### src/rtl/clique_step_sequencer.sv
// rtl/clique_step_sequencer.sv - vertex-pair schedule controller for the k-clique bit-matrix datapath
// Walks (i, j) pairs issuing separate/merge/scan commands, collects scan hits and streams clique rows out.
module clique_step_sequencer #(
    parameter int N     = 8,
    parameter int IDX_W = 5,
    parameter int CNT_W = 8
) (
    input  logic             clk,
    input  logic             rst,
    input  logic             start,
    input  logic [4:0]       k,
    input  logic [N*N-1:0]   adj_matrix,
    output logic             busy,
    output logic             done,
    output logic             err,
    output logic [CNT_W-1:0] num_cliques,
    output logic             cmd_valid,
    input  logic             cmd_ready,
    output logic [2:0]       cmd_op,
    output logic [IDX_W-1:0] cmd_i,
    output logic [IDX_W-1:0] cmd_j,
    output logic [4:0]       cmd_bit,
    input  logic             rsp_valid,
    input  logic             rsp_hit,
    output logic             res_valid,
    input  logic             res_ready,
    output logic [IDX_W-1:0] res_row
);
    localparam logic [3:0] S_IDLE     = 4'd0;
    localparam logic [3:0] S_CHECK    = 4'd1;
    localparam logic [3:0] S_SEP_I    = 4'd2;
    localparam logic [3:0] S_SEP_J    = 4'd3;
    localparam logic [3:0] S_MRG_M    = 4'd4;
    localparam logic [3:0] S_MRG_PP   = 4'd5;
    localparam logic [3:0] S_SCAN     = 4'd6;
    localparam logic [3:0] S_WAIT_RSP = 4'd7;
    localparam logic [3:0] S_EMIT     = 4'd8;
    localparam logic [3:0] S_NEXT     = 4'd9;
    localparam logic [3:0] S_FIN      = 4'd10;

    localparam logic [2:0] OP_SEP_I    = 3'd0;
    localparam logic [2:0] OP_SEP_J    = 3'd1;
    localparam logic [2:0] OP_MERGE_M  = 3'd2;
    localparam logic [2:0] OP_MERGE_PP = 3'd3;
    localparam logic [2:0] OP_SCAN     = 3'd4;

    localparam int EW = IDX_W + 6;
    localparam int AW = $clog2(N * N);
    localparam logic [IDX_W-1:0] LAST = IDX_W'(N - 1);
    localparam logic [IDX_W-1:0] ONE  = IDX_W'(1);

    logic [3:0]       state_q, state_d;
    logic [4:0]       k_q, k_d;
    logic [N*N-1:0]   adj_q, adj_d;
    logic [IDX_W-1:0] i_q, i_d, j_q, j_d;
    logic [CNT_W-1:0] cnt_q, cnt_d;
    logic             err_q, err_d;

    logic [EW-1:0]    k_ext, i_plus2;
    logic [AW-1:0]    adj_idx;
    logic [IDX_W-1:0] i_inc;
    logic             edge_ij, k_illegal, scan_ok;

    assign k_ext     = EW'(k_q);
    assign i_plus2   = EW'(i_q) + EW'(2);
    assign adj_idx   = AW'(i_q) * AW'(N) + AW'(j_q);
    assign edge_ij   = adj_q[adj_idx];
    assign k_illegal = (k_q < 5'd2) || (k_q > 5'(N));
    // Rows i+2..N-1 exist and the clique still needs at least one more vertex beyond i.
    assign scan_ok   = (k_ext >= i_plus2) && (i_plus2 <= EW'(N - 1));
    assign i_inc     = i_q + ONE;

    always_comb begin
        state_d = state_q;
        k_d     = k_q;
        adj_d   = adj_q;
        i_d     = i_q;
        j_d     = j_q;
        cnt_d   = cnt_q;
        err_d   = err_q;
        case (state_q)
            S_IDLE: begin
                if (start) begin
                    k_d     = k;
                    adj_d   = adj_matrix;
                    cnt_d   = '0;
                    err_d   = 1'b0;
                    state_d = S_CHECK;
                end
            end
            S_CHECK: begin
                if (k_illegal) begin
                    err_d   = 1'b1;
                    state_d = S_FIN;
                end else begin
                    i_d     = '0;
                    j_d     = ONE;
                    state_d = S_SEP_I;
                end
            end
            S_SEP_I: if (cmd_ready) state_d = S_SEP_J;
            S_SEP_J: if (cmd_ready) state_d = S_MRG_M;
            S_MRG_M, S_MRG_PP: begin
                if (cmd_ready) begin
                    if (state_q == S_MRG_M && edge_ij) begin
                        state_d = S_MRG_PP;
                    end else if (j_q != LAST) begin
                        j_d     = j_q + ONE;
                        state_d = S_SEP_I;
                    end else if (scan_ok) begin
                        j_d     = IDX_W'(i_plus2);
                        state_d = S_SCAN;
                    end else begin
                        state_d = S_NEXT;
                    end
                end
            end
            S_SCAN: if (cmd_ready) state_d = S_WAIT_RSP;
            S_WAIT_RSP: begin
                if (rsp_valid) begin
                    if (rsp_hit) begin
                        state_d = S_EMIT;
                    end else if (j_q != LAST) begin
                        j_d     = j_q + ONE;
                        state_d = S_SCAN;
                    end else begin
                        state_d = S_NEXT;
                    end
                end
            end
            S_EMIT: begin
                if (res_ready) begin
                    if (cnt_q != '1) cnt_d = cnt_q + 1'b1;
                    if (j_q != LAST) begin
                        j_d     = j_q + ONE;
                        state_d = S_SCAN;
                    end else begin
                        state_d = S_NEXT;
                    end
                end
            end
            S_NEXT: begin
                if (cnt_q != '0 || i_inc == LAST) begin
                    state_d = S_FIN;
                end else begin
                    i_d     = i_inc;
                    j_d     = i_inc + ONE;
                    state_d = S_SEP_I;
                end
            end
            S_FIN:   state_d = S_IDLE;
            default: state_d = S_IDLE;
        endcase
    end

    always_ff @(posedge clk or posedge rst) begin
        if (rst) begin
            state_q <= S_IDLE;
            k_q     <= '0;
            adj_q   <= '0;
            i_q     <= '0;
            j_q     <= '0;
            cnt_q   <= '0;
            err_q   <= 1'b0;
        end else begin
            state_q <= state_d;
            k_q     <= k_d;
            adj_q   <= adj_d;
            i_q     <= i_d;
            j_q     <= j_d;
            cnt_q   <= cnt_d;
            err_q   <= err_d;
        end
    end

    always_comb begin
        cmd_valid = 1'b0;
        cmd_op    = OP_SEP_I;
        cmd_bit   = '0;
        res_valid = 1'b0;
        res_row   = '0;
        case (state_q)
            S_SEP_I:  cmd_valid = 1'b1;
            S_SEP_J:  begin cmd_valid = 1'b1; cmd_op = OP_SEP_J;    end
            S_MRG_M:  begin cmd_valid = 1'b1; cmd_op = OP_MERGE_M;  end
            S_MRG_PP: begin cmd_valid = 1'b1; cmd_op = OP_MERGE_PP; end
            S_SCAN: begin
                cmd_valid = 1'b1;
                cmd_op    = OP_SCAN;
                cmd_bit   = 5'(k_ext - i_plus2);
            end
            S_EMIT: begin
                res_valid = 1'b1;
                res_row   = j_q;
            end
            default: ;
        endcase
    end

    assign cmd_i       = i_q;
    assign cmd_j       = j_q;
    assign busy        = (state_q != S_IDLE) && (state_q != S_FIN);
    assign done        = (state_q == S_FIN);
    assign err         = err_q;
    assign num_cliques = cnt_q;
endmodule

### config.mk
export PLATFORM = sky130hd
export DESIGN_NAME = clique_step_sequencer
export DESIGN_NICKNAME = d
export VERILOG_FILES = /design/src/rtl/clique_step_sequencer.sv
export SDC_FILE = /design/constraint.sdc
export NUM_CORES = 1
export LEC_CHECK = 0
export ABC_AREA = 1
export CORE_UTILIZATION = 35
export CTS_CLUSTER_DIAMETER = 100
export DETAILED_ROUTE_END_ITERATION = 8
export GPL_TIMING_DRIVEN = 0
export PLACE_DENSITY = 0.65
export SYNTH_ARGS = -nofsm -noshare
export SYNTH_HDL_FRONTEND = slang
export SYNTH_SLANG_ARGS = --single-unit
export TNS_END_PERCENT = 10
### constraint.sdc
create_clock -name clk -period 3.8 [get_ports clk]
set_input_delay 0.76 -clock clk [delete_from_list [all_inputs] [get_ports clk]]
set_output_delay 0.76 -clock clk [all_outputs]
set_load 0.01 [all_outputs]
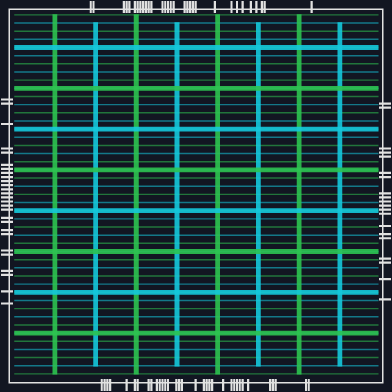
**Above:** power grid.
Scale: 3 px per micron. Pins as bars on the die edge.
VSS: drawn in green. VDD: drawn in cyan.
8 straps on met4. The core has 44 rows. 112 signal pins sit on the boundary. 8 straps on met5. 45 met1 rails follow the rows.
Chip Width: 124 microns
worst ir drop on vdd: 0.304 mV
Core Box Area: 14,500 sq um
vertical die dimension: 124 microns

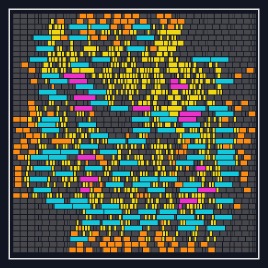
**Above:** cells colored by class.
Scale: 2 px per micron. Fill, decap, tap and diode cells in gray.
all other logic: drawn in yellow, cells 606. flip-flops: drawn in cyan, cells 92. clock drivers and dummy loads: drawn in magenta, cells 16. other buffers and delay cells: drawn in orange, cells 138.
number of cell rows: 44
final design instance area without fill: 6940 sq um
sequential share of cell area: 33.2%

==> impl_results.html <==
<h2>Synthesis and place &amp; route</h2>
<table>
<tr><th>Metric</th><th>Value</th></tr>
<tr><th colspan="2">Outcome</th></tr>
<tr><td>Result of the run</td><td>finished, final reports clean</td></tr>
<tr><th colspan="2">Synthesis</th></tr>
<tr><td>Biggest area cells</td><td>sky130_fd_sc_hd__dfrtp_1 (44%), sky130_fd_sc_hd__nand2_1 (25%), sky130_fd_sc_hd__nand3_1 (6.9%), sky130_fd_sc_hd__inv_1 (3.5%), sky130_fd_sc_hd__ha_1 (2.6%)</td></tr>
<tr><td>Commonest cells in the synthesized netlist</td><td>sky130_fd_sc_hd__nand2_1 (344), sky130_fd_sc_hd__dfrtp_1 (92), sky130_fd_sc_hd__nand3_1 (72)</td></tr>
<tr><td>Number of enable-type register cells in the synthesized netlist</td><td>0</td></tr>
<tr><td>MUX area fraction</td><td>0%</td></tr>
<tr><td>Synth top cell by count</td><td>sky130_fd_sc_hd__nand2_1</td></tr>
<tr><td>Arithmetic-cell share of the synthesized area counting full adders, half adders and majority gates</td><td>under 10%</td></tr>
<tr><td>Count of state elements after synthesis</td><td>92</td></tr>
<tr><td>Top area contributor share</td><td>between 40% and 50%</td></tr>
<tr><td>Post-synthesis chip area from yosys</td><td>5210 sq um</td></tr>
<tr><td>Tally of yosys warning messages</td><td>0</td></tr>
<tr><td>Count of cell types in the netlist</td><td>39</td></tr>
<tr><td>XORs/XNORs by Area</td><td>2.02%</td></tr>
<tr><td>Area fraction in and, or, nand and nor cells</td><td>approximately two fifths</td></tr>
<tr><td>Ys async rst share</td><td>100%</td></tr>
<tr><td>Post-synthesis cell count</td><td>724</td></tr>
<tr><td>Comb area leader</td><td>simple AND/OR/NAND/NOR gates</td></tr>
<tr><td>Register area share after synthesis</td><td>44.2%</td></tr>
<tr><td>Net count after synthesis</td><td>813</td></tr>
<tr><td>Post-Syn Area</td><td>5210 sq um</td></tr>
<tr><td>Dominant register cell in the synthesized netlist</td><td>sky130_fd_sc_hd__dfrtp_1</td></tr>
<tr><td>AO/OA Area Share</td><td>5.35%</td></tr>
<tr><td>Mapped Avg Cell Area</td><td>7.20 sq um</td></tr>
<tr><td>Post-synth top area cell</td><td>sky130_fd_sc_hd__dfrtp_1</td></tr>
<tr><th colspan="2">Layout</th></tr>
<tr><td>Layout Nets</td><td>roughly 940</td></tr>
<tr><td>Total area of sequential cells</td><td>about 2300 sq um</td></tr>
<tr><td>Buffer count excluding the clock tree in the final layout</td><td>138</td></tr>
<tr><td>Final Non-Filler Cells</td><td>1,036</td></tr>
<tr><td>Combinational Gates</td><td>554</td></tr>
<tr><td>FFs &amp; Latches</td><td>92</td></tr>
<tr><td>Final antenna diode count</td><td>0</td></tr>
<tr><td>Cell kind with the greatest summed area</td><td>logic gates</td></tr>
<tr><td>Non-Clock Inverter Count</td><td>between 50 and 60</td></tr>
<tr><td>Fraction of layout cells with a size suffix above 1</td><td>5.52%</td></tr>
<tr><td>Largest reg by FF count</td><td>adj_q</td></tr>
<tr><td>Post-route core utilization</td><td>47.8%</td></tr>
<tr><td>Layout non-clock buf frac</td><td>18.6%</td></tr>
<tr><td>Total area of multi-input combinational cells</td><td>2560 sq um</td></tr>
<tr><td>Most instantiated logic cells after routing</td><td>sky130_fd_sc_hd__nand2_1 (344), sky130_fd_sc_hd__clkdlybuf4s50_1 (111), sky130_fd_sc_hd__dfrtp_1 (90)</td></tr>
<tr><td>Area added between synthesis and finish</td><td>33.3%</td></tr>
<tr><td>Area fraction of clock buffers and clock inverters</td><td>5.17%</td></tr>
<tr><td>Number of flip-flops under the largest register name</td><td>64</td></tr>
<tr><td>Count of clock-net buffers in the final layout</td><td>11</td></tr>
<tr><td># fillers</td><td>1,506</td></tr>
<tr><th colspan="2">Clock tree</th></tr>
<tr><td>CTS sink count</td><td>about 92</td></tr>
<tr><td>TritonCTS clock tree</td><td>yes</td></tr>
<tr><td>Hold buffer count at cts</td><td>0</td></tr>
<tr><td>Clk latency late pin</td><td>0.35 ns</td></tr>
<tr><td>Master cell of the clock root buffer</td><td>sky130_fd_sc_hd__clkbuf_16</td></tr>
<tr><td>Buffer levels on the longest clock path</td><td>2</td></tr>
<tr><td>Clk pin slew, worst setup/hold paths</td><td>around 0.07 ns</td></tr>
<tr><td>Post-cts resize count</td><td>0</td></tr>
<tr><td>Inserted Clock Buffers</td><td>9</td></tr>
<tr><td>Number of setup buffers added after CTS</td><td>0</td></tr>
<tr><td>H-tree lvl count</td><td>3</td></tr>
<tr><th colspan="2">Floorplanning</th></tr>
<tr><td>Area of the die</td><td>15,400 sq um</td></tr>
<tr><td>Number of top-level pins</td><td>between 100 and 150</td></tr>
<tr><td>Initial standard-cell utilization of the core</td><td>35.9%</td></tr>
<tr><td>Number of tap cells added at floorplan</td><td>around 180</td></tr>
<tr><th colspan="2">Place</th></tr>
<tr><td>Worst slack at placement</td><td>0.472 ns</td></tr>
<tr><td>HPWL reported at the end of detailed placement</td><td>10,700 microns</td></tr>
<tr><td>Area after detailed placement</td><td>6580 sq um</td></tr>
<tr><td>Post-placement cell count</td><td>1,020</td></tr>
<tr><td>Routability Congestion</td><td>0.901</td></tr>
<tr><td>Port Buffers</td><td>111</td></tr>
<tr><th colspan="2">Critical path</th></tr>
<tr><td>R2r setup slk</td><td>1.07 ns</td></tr>
<tr><td>Critical path capture point type</td><td>output pin</td></tr>
<tr><td>Startpoint kind of the worst setup timing path</td><td>flip-flop</td></tr>
<tr><td>Reg2reg path depth</td><td>12</td></tr>
<tr><td>CP Data Arrival Time</td><td>2.84 ns</td></tr>
<tr><td>Data required time of the critical path</td><td>between 3 and 4 ns</td></tr>
<tr><td>Max Fanout on Critical Path</td><td>10</td></tr>
<tr><td>R2R Path End</td><td>cmd_j[1]$_DFFE_PP0P_</td></tr>
<tr><td>Type of the worst setup path</td><td>reg -&gt; out</td></tr>
<tr><td>Launch point of the worst path</td><td>cmd_i[1]$_DFFE_PP0P_</td></tr>
<tr><td>Critical path endpoint</td><td>cmd_bit[4]</td></tr>
<tr><th colspan="2">Timing</th></tr>
<tr><td>Final-layout setup total negative slack</td><td>0 ns</td></tr>
<tr><td>Upper clock frequency limit</td><td>277 MHz</td></tr>
<tr><td>Worst setup skew after layout</td><td>about 0.0081 ns</td></tr>
<tr><td>Setup WS post-layout</td><td>between 0.15 and 0.2 ns</td></tr>
<tr><td>Final setup vio count</td><td>0</td></tr>
<tr><td>Slew Viols, Final</td><td>0</td></tr>
<tr><td>Min cycle time layout</td><td>3.60 ns</td></tr>
<tr><td>Worst-Margin Slew</td><td>0.679 ns</td></tr>
<tr><td>Hold slack final</td><td>about 0.47 ns</td></tr>
<tr><td>Remaining max-slew budget at the tightest pin</td><td>54.7%</td></tr>
<tr><td>Unrepaired setup endpoints after global routing</td><td>no</td></tr>
<tr><th colspan="2">Power</th></tr>
<tr><td>Switching fraction of total power</td><td>about 43%</td></tr>
<tr><td>Register share of total power</td><td>30.9%</td></tr>
<tr><td>Internal power of the cells</td><td>just over 3 mW</td></tr>
<tr><td>Combinational gate power</td><td>approximately 2.6 mW</td></tr>
<tr><td>Sequential logic power</td><td>1.67 mW</td></tr>
<tr><td>Clock Power Share</td><td>between 20% and 30%</td></tr>
<tr><td>Overall power after layout</td><td>5.39 mW</td></tr>
<tr><td>Proportion of power drawn by combinational gates</td><td>about half</td></tr>
<tr><td>Switching pwr</td><td>2.32 mW</td></tr>
<tr><td>Static leakage</td><td>3.46 nW</td></tr>
<tr><th colspan="2">Detailed routing</th></tr>
<tr><td>Initial detailed-routing violation count</td><td>293</td></tr>
<tr><td>Number of design rule violations left after detail routing</td><td>0</td></tr>
<tr><td>Routed vias</td><td>4,986</td></tr>
<tr><td>First-pass iteration count of the detailed router</td><td>5</td></tr>
<tr><td>Post-detailed-route count of antenna-violating nets</td><td>0</td></tr>
<tr><td>Average wire per standard cell</td><td>roughly 14 microns</td></tr>
<tr><td>Via density</td><td>4.81</td></tr>
<tr><td>Total routed wirelength</td><td>roughly 15,000 microns</td></tr>
<tr><th colspan="2">Global route</th></tr>
<tr><td>Number of global-route vias before repair</td><td>around 4.9k</td></tr>
<tr><td>Maximum number of pins on one net before global-route repair</td><td>62</td></tr>
<tr><td>Wire length of the first global-routing pass</td><td>23,900 microns</td></tr>
<tr><td>Total routing usage reported by global routing</td><td>20.2%</td></tr>
<tr><td>Leftover overflow at the end of global routing</td><td>0</td></tr>
<tr><th colspan="2">Job</th></tr>
<tr><td>Maxcap violations</td><td>0</td></tr>
<tr><td>Number of warning messages in the logs</td><td>28</td></tr>
<tr><th colspan="2">Min path</th></tr>
<tr><td>Worst hold path endpoint</td><td>adj_q[55]$_DFFE_PP0P_</td></tr>
<tr><td>Min-Delay Startpoint</td><td>adj_q[55]$_DFFE_PP0P_</td></tr>
</table>
[worst max-delay path, cell delays in order, from the launching register on]
cell	delay, ns
sky130_fd_sc_hd__dfrtp_2	0.49
sky130_fd_sc_hd__ha_1	0.27
sky130_fd_sc_hd__xor2_1	0.14
sky130_fd_sc_hd__inv_1	0.10
sky130_fd_sc_hd__ha_1	0.35
sky130_fd_sc_hd__a21o_1	0.20
sky130_fd_sc_hd__a31oi_1	0.21
sky130_fd_sc_hd__xor2_1	0.11
sky130_fd_sc_hd__nor2_1	0.10
sky130_fd_sc_hd__clkdlybuf4s50_1	0.54
[routing by layer]
metal / up-vias / track usage [%] / wire (microns)
li1: 2551 / - / -
met1: 2288 / 28.4 / 7030
met2: 127 / 32.1 / 6560
met3: 20 / 2.84 / 718
met4: 0 / 6.32 / 229
met5: - / 0 / 0
Power is estimated from default activity; no workload was simulated.
